<file path="src/rtl/mastermind_ctrl.sv">
// rtl/mastermind_ctrl.sv - Mastermind round controller: code entry, peg scoring, turn/win/loss tracking
// Build option MM_LFSR_SECRET_EN: secret comes from a free-running LFSR instead of secret_in.
module mastermind_ctrl #(
    parameter int          MAX_TURNS = 10,
    parameter logic [15:0] LFSR_SEED = 16'hACE1
) (
    input  logic        CLOCK_50,
    input  logic        RESET_N,
    input  logic        new_game,
    input  logic        enter,
    input  logic [2:0]  guess_digit,
    input  logic [11:0] secret_in,
    output logic [2:0]  d0,
    output logic [2:0]  d1,
    output logic [2:0]  d2,
    output logic [2:0]  d3,
    output logic [1:0]  slot_sel,
    output logic [2:0]  black,
    output logic [2:0]  white,
    output logic        score_valid,
    output logic [3:0]  turn,
    output logic        busy,
    output logic        won,
    output logic        lost
);

    typedef enum logic [2:0] {
        S_IDLE,
        S_ENTRY,
        S_CHECK,
        S_COUNT,
        S_RESULT,
        S_WON,
        S_LOST
    } state_t;

    state_t state, state_next;

    logic [3:0][2:0] guess_q;
    logic [3:0][2:0] secret_q;
    logic [1:0]      slot_q;
    logic [2:0]      colour_q;
    logic [2:0]      acc_q;
    logic [2:0]      blk_q;
    logic [2:0]      black_q;
    logic [2:0]      white_q;
    logic            score_q;
    logic [3:0]      turn_q;
    logic            won_q;
    logic            lost_q;

    logic [11:0]     secret_src;
    logic [2:0]      exact_cnt;
    logic [2:0]      secret_cnt;
    logic [2:0]      guess_cnt;
    logic [2:0]      min_cnt;
    logic [2:0]      acc_next;
    logic            last_turn;

`ifdef MM_LFSR_SECRET_EN
    logic [15:0] lfsr_q;
    logic        unused_secret_in;

    // Taps 16,14,13,11 in right-shift form: feedback enters at bit 15.
    always_ff @(posedge CLOCK_50 or negedge RESET_N) begin
        if (!RESET_N) begin
            lfsr_q <= LFSR_SEED;
        end else begin
            lfsr_q <= {lfsr_q[0] ^ lfsr_q[2] ^ lfsr_q[3] ^ lfsr_q[5], lfsr_q[15:1]};
        end
    end

    assign secret_src       = lfsr_q[11:0];
    assign unused_secret_in = ^secret_in;
`else
    logic unused_seed;

    assign secret_src  = secret_in;
    assign unused_seed = ^LFSR_SEED;
`endif

    function automatic logic [2:0] count_colour(input logic [3:0][2:0] v, input logic [2:0] col);
        logic [2:0] n;
        n = '0;
        for (int i = 0; i < 4; i++) begin
            if (v[i] == col) begin
                n = n + 3'd1;
            end
        end
        return n;
    endfunction

    always_comb begin
        exact_cnt = '0;
        for (int i = 0; i < 4; i++) begin
            if (guess_q[i] == secret_q[i]) begin
                exact_cnt = exact_cnt + 3'd1;
            end
        end
    end

    // One colour per COUNT cycle; the per-colour minimum summed over all colours
    // is the total number of pegs with the right colour regardless of position.
    assign secret_cnt = count_colour(secret_q, colour_q);
    assign guess_cnt  = count_colour(guess_q, colour_q);
    assign min_cnt    = (secret_cnt < guess_cnt) ? secret_cnt : guess_cnt;
    assign acc_next   = acc_q + min_cnt;
    assign last_turn  = (turn_q == 4'(MAX_TURNS));

    always_ff @(posedge CLOCK_50 or negedge RESET_N) begin
        if (!RESET_N) begin
            state <= S_IDLE;
        end else begin
            state <= state_next;
        end
    end

    always_comb begin
        state_next = state;
        if (new_game) begin
            state_next = S_ENTRY;
        end else begin
            case (state)
                S_ENTRY: begin
                    if (enter && (slot_q == 2'd3)) begin
                        state_next = S_CHECK;
                    end
                end
                S_CHECK: state_next = S_COUNT;
                S_COUNT: begin
                    if (colour_q == 3'd7) begin
                        state_next = S_RESULT;
                    end
                end
                S_RESULT: begin
                    // black_q/turn_q were updated on the way into RESULT.
                    if (black_q == 3'd4) begin
                        state_next = S_WON;
                    end else if (last_turn) begin
                        state_next = S_LOST;
                    end else begin
                        state_next = S_ENTRY;
                    end
                end
                default: state_next = state;
            endcase
        end
    end

    always_ff @(posedge CLOCK_50 or negedge RESET_N) begin
        if (!RESET_N) begin
            guess_q  <= '0;
            secret_q <= '0;
            slot_q   <= '0;
            colour_q <= '0;
            acc_q    <= '0;
            blk_q    <= '0;
            black_q  <= '0;
            white_q  <= '0;
            score_q  <= 1'b0;
            turn_q   <= '0;
            won_q    <= 1'b0;
            lost_q   <= 1'b0;
        end else begin
            score_q <= 1'b0;
            if (new_game) begin
                secret_q <= secret_src;
                guess_q  <= '0;
                slot_q   <= '0;
                colour_q <= '0;
                acc_q    <= '0;
                blk_q    <= '0;
                black_q  <= '0;
                white_q  <= '0;
                turn_q   <= '0;
                won_q    <= 1'b0;
                lost_q   <= 1'b0;
            end else begin
                case (state)
                    S_ENTRY: begin
                        if (enter) begin
                            guess_q[slot_q] <= guess_digit;
                            slot_q          <= slot_q + 2'd1;
                        end
                    end
                    S_CHECK: begin
                        blk_q    <= exact_cnt;
                        acc_q    <= '0;
                        colour_q <= '0;
                    end
                    S_COUNT: begin
                        acc_q    <= acc_next;
                        colour_q <= colour_q + 3'd1;
                        // Publish on the final colour so the pulse and the new
                        // pegs are both visible during the RESULT cycle.
                        if (colour_q == 3'd7) begin
                            black_q <= blk_q;
                            white_q <= acc_next - blk_q;
                            score_q <= 1'b1;
                            turn_q  <= turn_q + 4'd1;
                        end
                    end
                    S_RESULT: begin
                        if (black_q == 3'd4) begin
                            won_q <= 1'b1;
                        end else if (last_turn) begin
                            lost_q <= 1'b1;
                        end else begin
                            guess_q <= '0;
                            slot_q  <= '0;
                        end
                    end
                    default: ;
                endcase
            end
        end
    end

    assign d0          = guess_q[0];
    assign d1          = guess_q[1];
    assign d2          = guess_q[2];
    assign d3          = guess_q[3];
    assign slot_sel    = slot_q;
    assign black       = black_q;
    assign white       = white_q;
    assign score_valid = score_q;
    assign turn        = turn_q;
    assign won         = won_q;
    assign lost        = lost_q;
    assign busy        = (state == S_CHECK) || (state == S_COUNT) || (state == S_RESULT);

endmodule
</file>
<file path="config.mk">
export PLATFORM = sky130hd
export DESIGN_NAME = mastermind_ctrl
export DESIGN_NICKNAME = d
export VERILOG_FILES = /design/src/rtl/mastermind_ctrl.sv
export SDC_FILE = /design/constraint.sdc
export NUM_CORES = 1
export LEC_CHECK = 0
export CAP_MARGIN = 10
export CORE_MARGIN = 2
export CORE_UTILIZATION = 25
export DETAILED_ROUTE_END_ITERATION = 6
export GPL_ROUTABILITY_DRIVEN = 0
export SLEW_MARGIN = 20
export SYNTH_ARGS = -nofsm -noshare
export SYNTH_HDL_FRONTEND = slang
export SYNTH_SLANG_ARGS = --single-unit
export TNS_END_PERCENT = 10
</file>
<file path="constraint.sdc">
create_clock -name CLOCK_50 -period 8.49 [get_ports CLOCK_50]
set_input_delay 1.698 -clock CLOCK_50 [delete_from_list [all_inputs] [get_ports CLOCK_50]]
set_output_delay 1.698 -clock CLOCK_50 [all_outputs]
set_load 0.01 [all_outputs]
</file>
Run 1, clock network drawn from the DEF:
(4 px per µm)
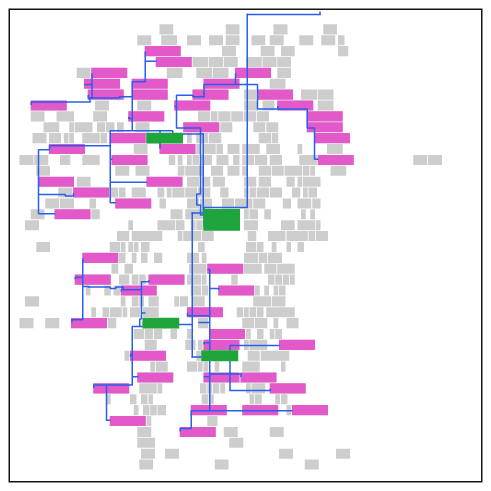
Magenta marks flip-flops, count 51. Green marks clock drivers, count 5. Blue marks clock wires, length 685 µm.
There are 6 routed clock nets.
Clock Latency Late Sink: 0.30 ns
Clock group: 0.000213 W
Final Skew: 0.00806 ns
part of the power in the clock network: 34.9%

Run 1, M3 wires:
(4 px per µm)
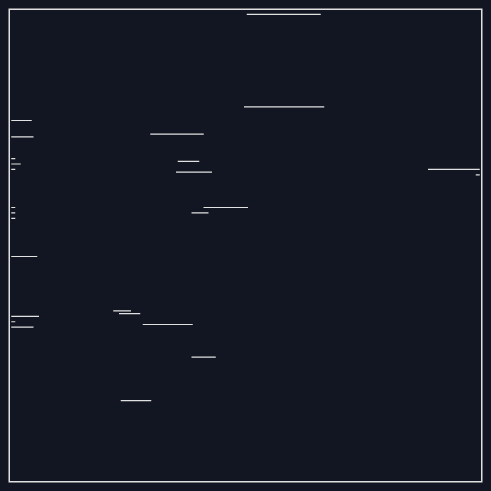
The layer holds 2.1% of the routed length. The layer carries 162 µm of wire.
vias post-DR: 2,523
WL final: 7730 µm
met3 Use GR: 1.41%

==> flow_summary.json, run 1 <==
{
  "pre_cts_ws_ns": 3.65,
  "htree_levels": 2,
  "post-cts-setup-buffers": 0,
  "ys_chip_area_mm2": 0.00323,
  "grtUsageTotal_pct": 11.4,
  "clockBufferDepth": 2,
  "finalSetupTns_ns": 0,
  "hold_viol": 0,
  "ys_seq_share_pct": 39.5,
  "syn_area_per_cell_um2": 9.83,
  "portBuffers": 46,
  "drv_slew": 0,
  "crit_required_ns": 8.66,
  "met1_usage_pct": 14.1,
  "ff2ff_setup_slack_ns": 3.63,
  "top_area_share_pct": 39.5,
  "synth_area_leader_cell": "dfrtp_1",
  "syn2layout_area_growth_pct": 24.0,
  "status": "finished clean",
  "fp.dieH_um": 118,
  "cts_made_buffers": 5,
  "ir_drop_mv": 0.0988,
  "relSlewSlack_pct": 50.2,
  "cellPowerDensity_mw_per_mm2": 152,
  "netlist_area_mm2": 0.00323,
  "dp_cells": 533,
  "grt_pass1_wl_um": 12900,
  "grt_start_max_net_pins": 52,
  "ctsResizeCount": 0,
  "diodes": 0,
  "overflow": 0,
  "critPathLaunchType": "flop",
  "drive_gt1_share_pct": 9.76,
  "setup_viol": 0,
  "cp_max_fo": 11,
  "chip_area_mm2": 0.0139,
  "enable_flop_cells": 0,
  "cap_violations": 0,
  "rsz0062_at_grt": "false",
  "core_region_area_mm2": 0.0126,
  "syn-instance-count": 329
}
Run 1, gate families picked out:
(2 px per µm)
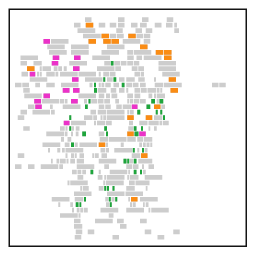
Green marks nand cells, cells 41. Orange marks mux cells, cells 20. Magenta marks non-inverting ao/oa cells, cells 16.
post-route insts no fill: 541
fraction of area in multi-input gates: 45.7%
most frequent logic cell in the layout: dfrtp_1

==> run 1: report_power, final <==
group	total, W	switching, W	internal, W
clock network	0.000213	0.000101	0.000113
registers	0.000265	0.0000135	0.000251
logic	0.000133	0.0000693	0.0000636
total	0.000611	0.000183	0.000428
==> run 1: flip-flops by register name, summed over array words and instances (netlist names) <==
register     cells
turn             4
white            3
acc_q            3
lost             1
colour_q         3
state            3
d2               3
blk_q            3
won              1
d0               3
slot_sel         2
secret_q        12
black            3
d3               3
d1               3
score_valid      1
==> run 1: cells in the mapped netlist, types with 3 or more instances <==
library cell,number
inv_1,17
a21oi_1,30
clkbuf_1,11
nor3_1,3
ha_1,23
or2_2,7
nand3_1,14
xnor2_1,32
o21ai_0,3
nor2_1,26
nand4_1,3
and3_1,6
dfrtp_1,51
a32o_1,12
xor2_1,15
mux2_2,13
mux2i_1,7
nor3b_1,3
nand2_1,22
==> run 1: per-stage QoR <==
step / util, % / total power, W / hold WS, ns / cell area [µm²]
6_report: 31.8 / 0.000611 / 0.519 / 4010
2_1_floorplan: - / 0.000359 / 0.502 / 3230
3_5_place_dp: 30.5 / 0.000404 / 0.506 / 3850
4_1_cts: 31.7 / 0.000615 / 0.534 / 4000
5_1_grt: 31.8 / 0.000642 / 0.561 / 4010
3_3_place_gp: 30.5 / 0.000400 / 0.499 / 3850
==> run 1: area by class of cell <==
class | instances | area [µm²] | share of cell area, %
Timing Repair Buffer | 48 | 470 | 11.7
Tap cell | 172 | 215 | 5.37
Multi-Input combinational cell | 245 | 1830 | 45.7
Inverter | 17 | 63.8 | 1.59
Sequential cell | 51 | 1280 | 31.8
Clock inverter | 3 | 27.5 | 0.686
Clock buffer | 5 | 125 | 3.12
==> run 1: cell families after synthesis <==
family	Yosys count	share of synthesized area [%]
simple gates	94	14.2
compound gates	59	12.4
flops	51	39.5
xor+xnor	47	12.7
buf+inv	33	4.33
fa+ha+maj	25	10.1
mux	20	6.70
==> run 1: critical path, cell delays in order, from the launching register on <==
cell and delay [ns]:
dfrtp_1 0.66, xnor2_1 0.12, and3_1 0.17, ha_1 0.33, nor4_1 0.46, or2_2 0.20
ha_1 0.13, nand4_1 0.09, xor2_1 0.24, ha_1 0.27, inv_1 0.07, a21oi_1 0.09
a21oi_1 0.15, a21oi_1 0.06, ha_1 0.22, fa_1 0.51, inv_1 0.06, fa_1 0.41
xnor2_1 0.19, xnor2_1 0.09, mux2i_1 0.16, nor2_1 0.06
==> run 1: path summary, 6_finish.rpt <==
check                             from           to  cells past startpoint
min in group asynchronous      RESET_N  secret_q[6]                      2
max reg2reg                colour_q[0]     white[2]                     21
min reg2reg                       lost         lost                      2
max in group asynchronous      RESET_N  secret_q[2]                      2
min                               lost         lost                      2
max                        colour_q[0]     white[2]                     21
==> run 1: metal layers <==
layer,vias to the layer above,part of all wire [%]
li1,1211,-
met1,1273,44
met2,32,53
met3,7,2.1
met4,0,1.3
met5,-,0
Run 1, routed metal, one color a layer:
(2 px per µm)
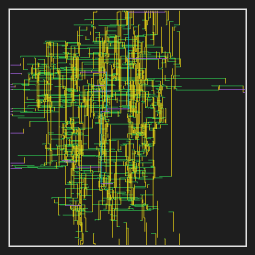

==> run 2: changes to the inputs <==
clock period = 4.73 ns   (was 8.49 ns; I/O delays follow)
Run 2, routed metal, one color a layer:
(2 px per µm)
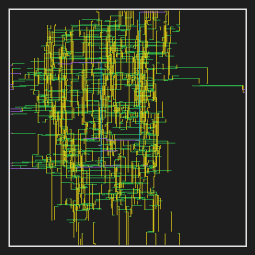
Green marks metal 1, wire length 3,490 µm. Purple marks metal 3, wire length 132 µm. Yellow marks metal 2, wire length 4,050 µm. Cyan marks metal 4, wire length 116 µm.
WL final: 7780 µm
DR WL/cell: 14.2 µm
vias post-DR: 2,533
Total GRT Usage: 11.8%

Run 2, gate families picked out:
(2 px per µm)
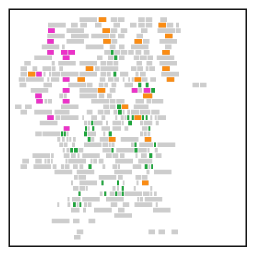
Magenta marks non-inverting ao/oa cells, cells 16. Orange marks mux cells, cells 20. Green marks nand cells, cells 41.

==> run 2 against run 1 <==
Synthesized cell count stayed put. Register-to-register slack worse by 3.4 ns. Critical path depth is 1 lower. Design area is 1.8% higher. Largest power group unchanged.
==> flow_summary.json, run 2 <==
{
  "final_common_cell": "dfrtp_1",
  "syn_area_per_cell_um2": 9.83,
  "portBuffers": 46,
  "enable_flop_cells": 0,
  "crit_start": "colour_q[2]",
  "diodes": 0,
  "critPathLaunchType": "flop",
  "slowest_delay_ns": 0.50,
  "htree_levels": 2,
  "hold_viol": 0,
  "dpl_cell_area_mm2": 0.00389,
  "instances_no_fill": 547,
  "ys_seq_share_pct": 39.5,
  "crit_chain": "xnor2_1, and3_1, ha_1, o31a_1, or2_2, ha_1, mux2i_2, inv_1, ha_1, nand2_1, a21oi_1, a21oi_1, ha_1, fa_1, inv_1, fa_1, xnor2_1, xnor2_1, mux2i_1, nor2_1",
  "syn-instance-count": 329,
  "top_register": "secret_q",
  "ff2ff_setup_slack_ns": 0.26,
  "clk_latency_ns": 0.30,
  "relSlewSlack_pct": 50.9,
  "hold_path_end": "lost",
  "crit-reg2reg-launch": "colour_q[2]",
  "dp_cells": 539,
  "cts_made_buffers": 5,
  "status": "finished clean",
  "cellPowerDensity_mw_per_mm2": 270,
  "synth_area_leader_cell": "dfrtp_1",
  "netlist_area_mm2": 0.00323,
  "ys_chip_area_mm2": 0.00323,
  "power_w": 0.00110,
  "clockBufferDepth": 2,
  "final.setup_skew_ns": 0.00489,
  "critical-path-top-delay-family": "adder cells",
  "final_area_mm2": 0.00408,
  "drv_slew": 0
}
Run 2, M3 wires:
(4 px per µm)
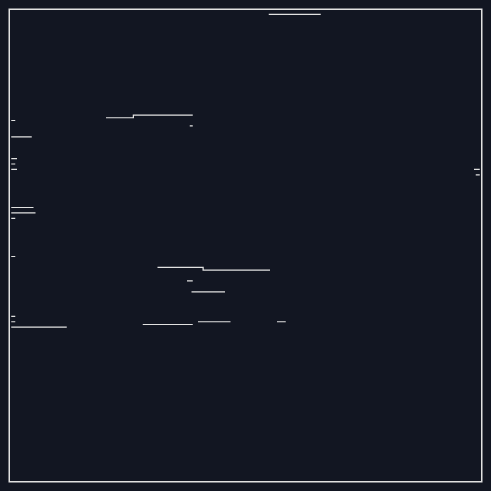
The layer carries 132 µm of wire. The layer holds 1.7% of the routed length. 17 nets have wire on it.

## run 2: how the worst max path moves through the flow
stage | end | slack (ns)
6_report | white[2] | 0.26
5_1_grt | white[2] | -0.0005
4_1_cts | white[2] | 0.11
3_5_place_dp | white[2] | 0.16
2_1_floorplan | white[2] | 0.34
3_3_place_gp | white[2] | 0.29
## run 2: kinds of logic (layout without fill, tap and decap cells)
family | after synthesis | count (layout) | share of synthesized area [%]
and+or+nand+nor | 94 | 94 | 14.2
AOI/OAI and AO/OA | 59 | 59 | 12.4
DFF | 51 | 51 | 39.5
xor gates and xnor gates | 47 | 47 | 12.7
buffers and inverters | 33 | 79 | 4.33
adders and majority gates | 25 | 25 | 10.1
muxes | 20 | 20 | 6.70
## run 2: report_power, final
group	switching, W	internal (W)	leakage (nW)
sequential	0.0000222	0.000451	0.676
combinational	0.000127	0.000116	0.997
clock	0.000183	0.000202	0.0723
total	0.000332	0.000770	1.75
## run 2: final cells by class
class | count | area [µm²]
flip-flops and latches | 51 | 1280
multi-input cells | 245 | 1860
well taps | 172 | 215
inverters | 17 | 63.8
clock buffers | 5 | 125
clock inverters | 3 | 27.5
repair buffers | 54 | 515
fillers | 1362 | 8540
## run 2: repair_timing
item                                   CTS  global route
setup endpoints to repair                0             2
gates resized                            0             4
endpoints found under the hold margin    0             0
setup buffers                            0             0
## run 2: stage by stage
step           util, %  setup TNS, ns  setup WS [ns]
4_1_cts           32.1              0          0.112
3_3_place_gp      30.9              0          0.293
5_1_grt           32.3      -0.000501      -0.000501
6_report          32.3              0          0.263
2_1_floorplan        -              0          0.343
3_5_place_dp      30.9              0          0.164
## run 2: routing by layer
| metal | global-route usage, % | vias up | routed length, µm |
|---|---|---|---|
| li1 | - | 1226 | - |
| met1 | 14.7 | 1275 | 3490 |
| met2 | 20.6 | 25 | 4050 |
| met3 | 1.89 | 7 | 132 |
| met4 | 4.07 | 0 | 116 |
| met5 | 0 | - | 0 |
## run 2: tightest hold or removal path: stages (launching register included)
cell and delay [ns]:
dfrtp_1 0.36, a21oi_1 0.04, nor2_1 0.08
==> run 3: changes to the inputs <==
CAP_MARGIN = 15   (was 10)
Run 3, routed metal, one color a layer:
(2 px per µm)
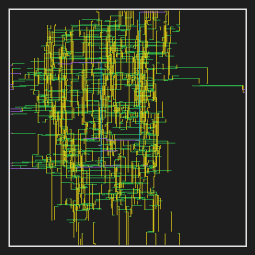
Yellow marks metal 2, wire length 4,050 µm. Green marks metal 1, wire length 3,490 µm. Cyan marks metal 4, wire length 116 µm. Purple marks metal 3, wire length 132 µm.

Run 3, clock network drawn from the DEF:
(4 px per µm)
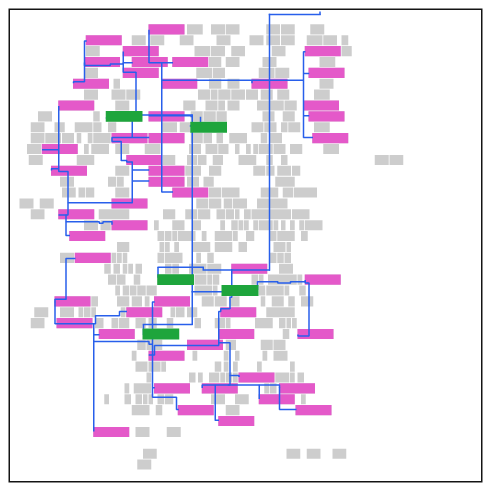
Magenta marks flip-flops, count 51. Blue marks clock wires, length 763 µm. Green marks clock drivers, count 5.
There are 6 routed clock nets.

Run 3, clock wiring as the flow saved it:
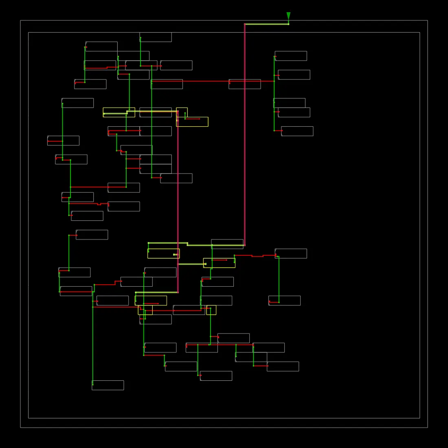
Final Skew: 0.00489 ns
Clock group: 0.000386 W
flip-flops: 51

==> run 3 against run 2 <==
Count of clock-buffer cells in the layout stayed put. Sequential share of layout area stayed put. Die area unchanged. Clock power is essentially flat. Sequential cell count is the same. Core utilization stayed put. Design area unchanged. Clock skew stayed put. Power stayed put. Sequential power barely moved. Combinational power hardly changed. Largest power group unchanged.
==> flow_summary.json, run 3 <==
{
  "synth_area_leader_cell": "dfrtp_1",
  "ir_drop_mv": 0.153,
  "diodes": 0,
  "relSlewSlack_pct": 50.9,
  "syn_area_per_cell_um2": 9.83,
  "slowest_stage": "fa_1",
  "syn-instance-count": 329,
  "fp.dieH_um": 118,
  "slowest_delay_ns": 0.50,
  "timing.rr.end": "white[2]",
  "finalSetupTns_ns": 0,
  "common_cells": "dfrtp_1 (51), xnor2_1 (32), a21oi_1 (30)",
  "power_w": 0.00110,
  "setup_viol": 0,
  "critPathLaunchType": "flop",
  "dp_cells": 539,
  "status": "finished clean",
  "crit_required_ns": 4.90,
  "clockBufferDepth": 2,
  "core_region_area_mm2": 0.0126,
  "enable_flop_cells": 0,
  "r2r_cells": 20,
  "ff2ff_setup_slack_ns": 0.26,
  "instances_no_fill": 547,
  "cap_violations": 0,
  "logic_area_mm2": 0.00186,
  "post-cts-setup-buffers": 0,
  "drive_gt1_share_pct": 12.0,
  "ys_chip_area_mm2": 0.00323,
  "cellPowerDensity_mw_per_mm2": 270,
  "cts_made_buffers": 5
}
## run 3: cell counts after synthesis
Identical to the previous run, type by type.
## run 3: final cells by class
type	instances	share of cell area, %
Clock buffer	5	3.07
Clock inverter	3	0.674
Inverter	17	1.56
Multi-Input combinational cell	245	45.5
Sequential cell	51	31.3
Tap cell	172	5.27
Timing Repair Buffer	54	12.6
## run 3: per-layer routing
metal  share of wire (%)  GRT usage, %  vias up  routed length (µm)
met5                   0             0        -                   0
met4                 1.5          4.07        0                 116
met3                 1.7          1.89        7                 132
met2                  52          20.6       25                4050
met1                  45          14.7     1275                3490
li1                    -             -     1226                   -
## run 3: cells by family (layout without fill, tap and decap cells)
family	Yosys count	count (layout)	share of synthesized area (%)
buf+inv	33	79	4.33
flops	51	51	39.5
mux	20	20	6.70
compound gates	59	59	12.4
xor+xnor	47	47	12.7
fa+ha+maj	25	25	10.1
simple gates	94	94	14.2
## run 3: where the power goes
group          switching, W  internal [W]  leakage [nW]
Combinational      0.000127      0.000116         0.997
Clock              0.000183      0.000202        0.0723
Sequential        0.0000222      0.000451         0.676
Total              0.000332      0.000770          1.75
## run 3: critical path: cells and delay by family, from the launching register on
family / cells / cell delay [ns]
XOR/XNOR: 3 / 0.41
AND/OR/NAND/NOR: 4 / 0.60
multiplexers: 2 / 0.34
buffers and inverters: 2 / 0.14
adder cells (fa/ha/maj): 6 / 2.03
flip-flops: 1 / 0.43
AND-OR/OR-AND: 3 / 0.34
## run 3: repair_timing
| item | 4_1_cts | 5_1_grt |
|---|---|---|
| hold buffers | 0 | 0 |
| setup endpoints to repair | 0 | 2 |
| gates resized | 0 | 4 |
## run 3: through the flow
| step | utilization (%) | instance area (µm²) | setup slack (ns) | hold slack (ns) |
|---|---|---|---|---|
| floorplan | - | 3230 | 0.343 | 0.502 |
| global placement | 30.9 | 3890 | 0.293 | 0.496 |
| detailed placement | 30.9 | 3890 | 0.164 | 0.490 |
| CTS | 32.1 | 4050 | 0.112 | 0.526 |
| global route | 32.3 | 4080 | -0.000501 | 0.565 |
| finish | 32.3 | 4080 | 0.263 | 0.516 |
## run 3: worst min path at each step
| stage | slack (ns) | startpoint | end | depth (start not counted) |
|---|---|---|---|---|
| floorplan | 0.50 | acc_q[0] | acc_q[0] | 2 |
| global placement | 0.50 | lost | lost | 2 |
| detailed placement | 0.49 | lost | lost | 2 |
| CTS | 0.53 | lost | lost | 2 |
| global route | 0.56 | acc_q[0] | acc_q[0] | 2 |
| finish | 0.52 | lost | lost | 2 |
No activity file was given, so power comes from the tool's default toggle rates.
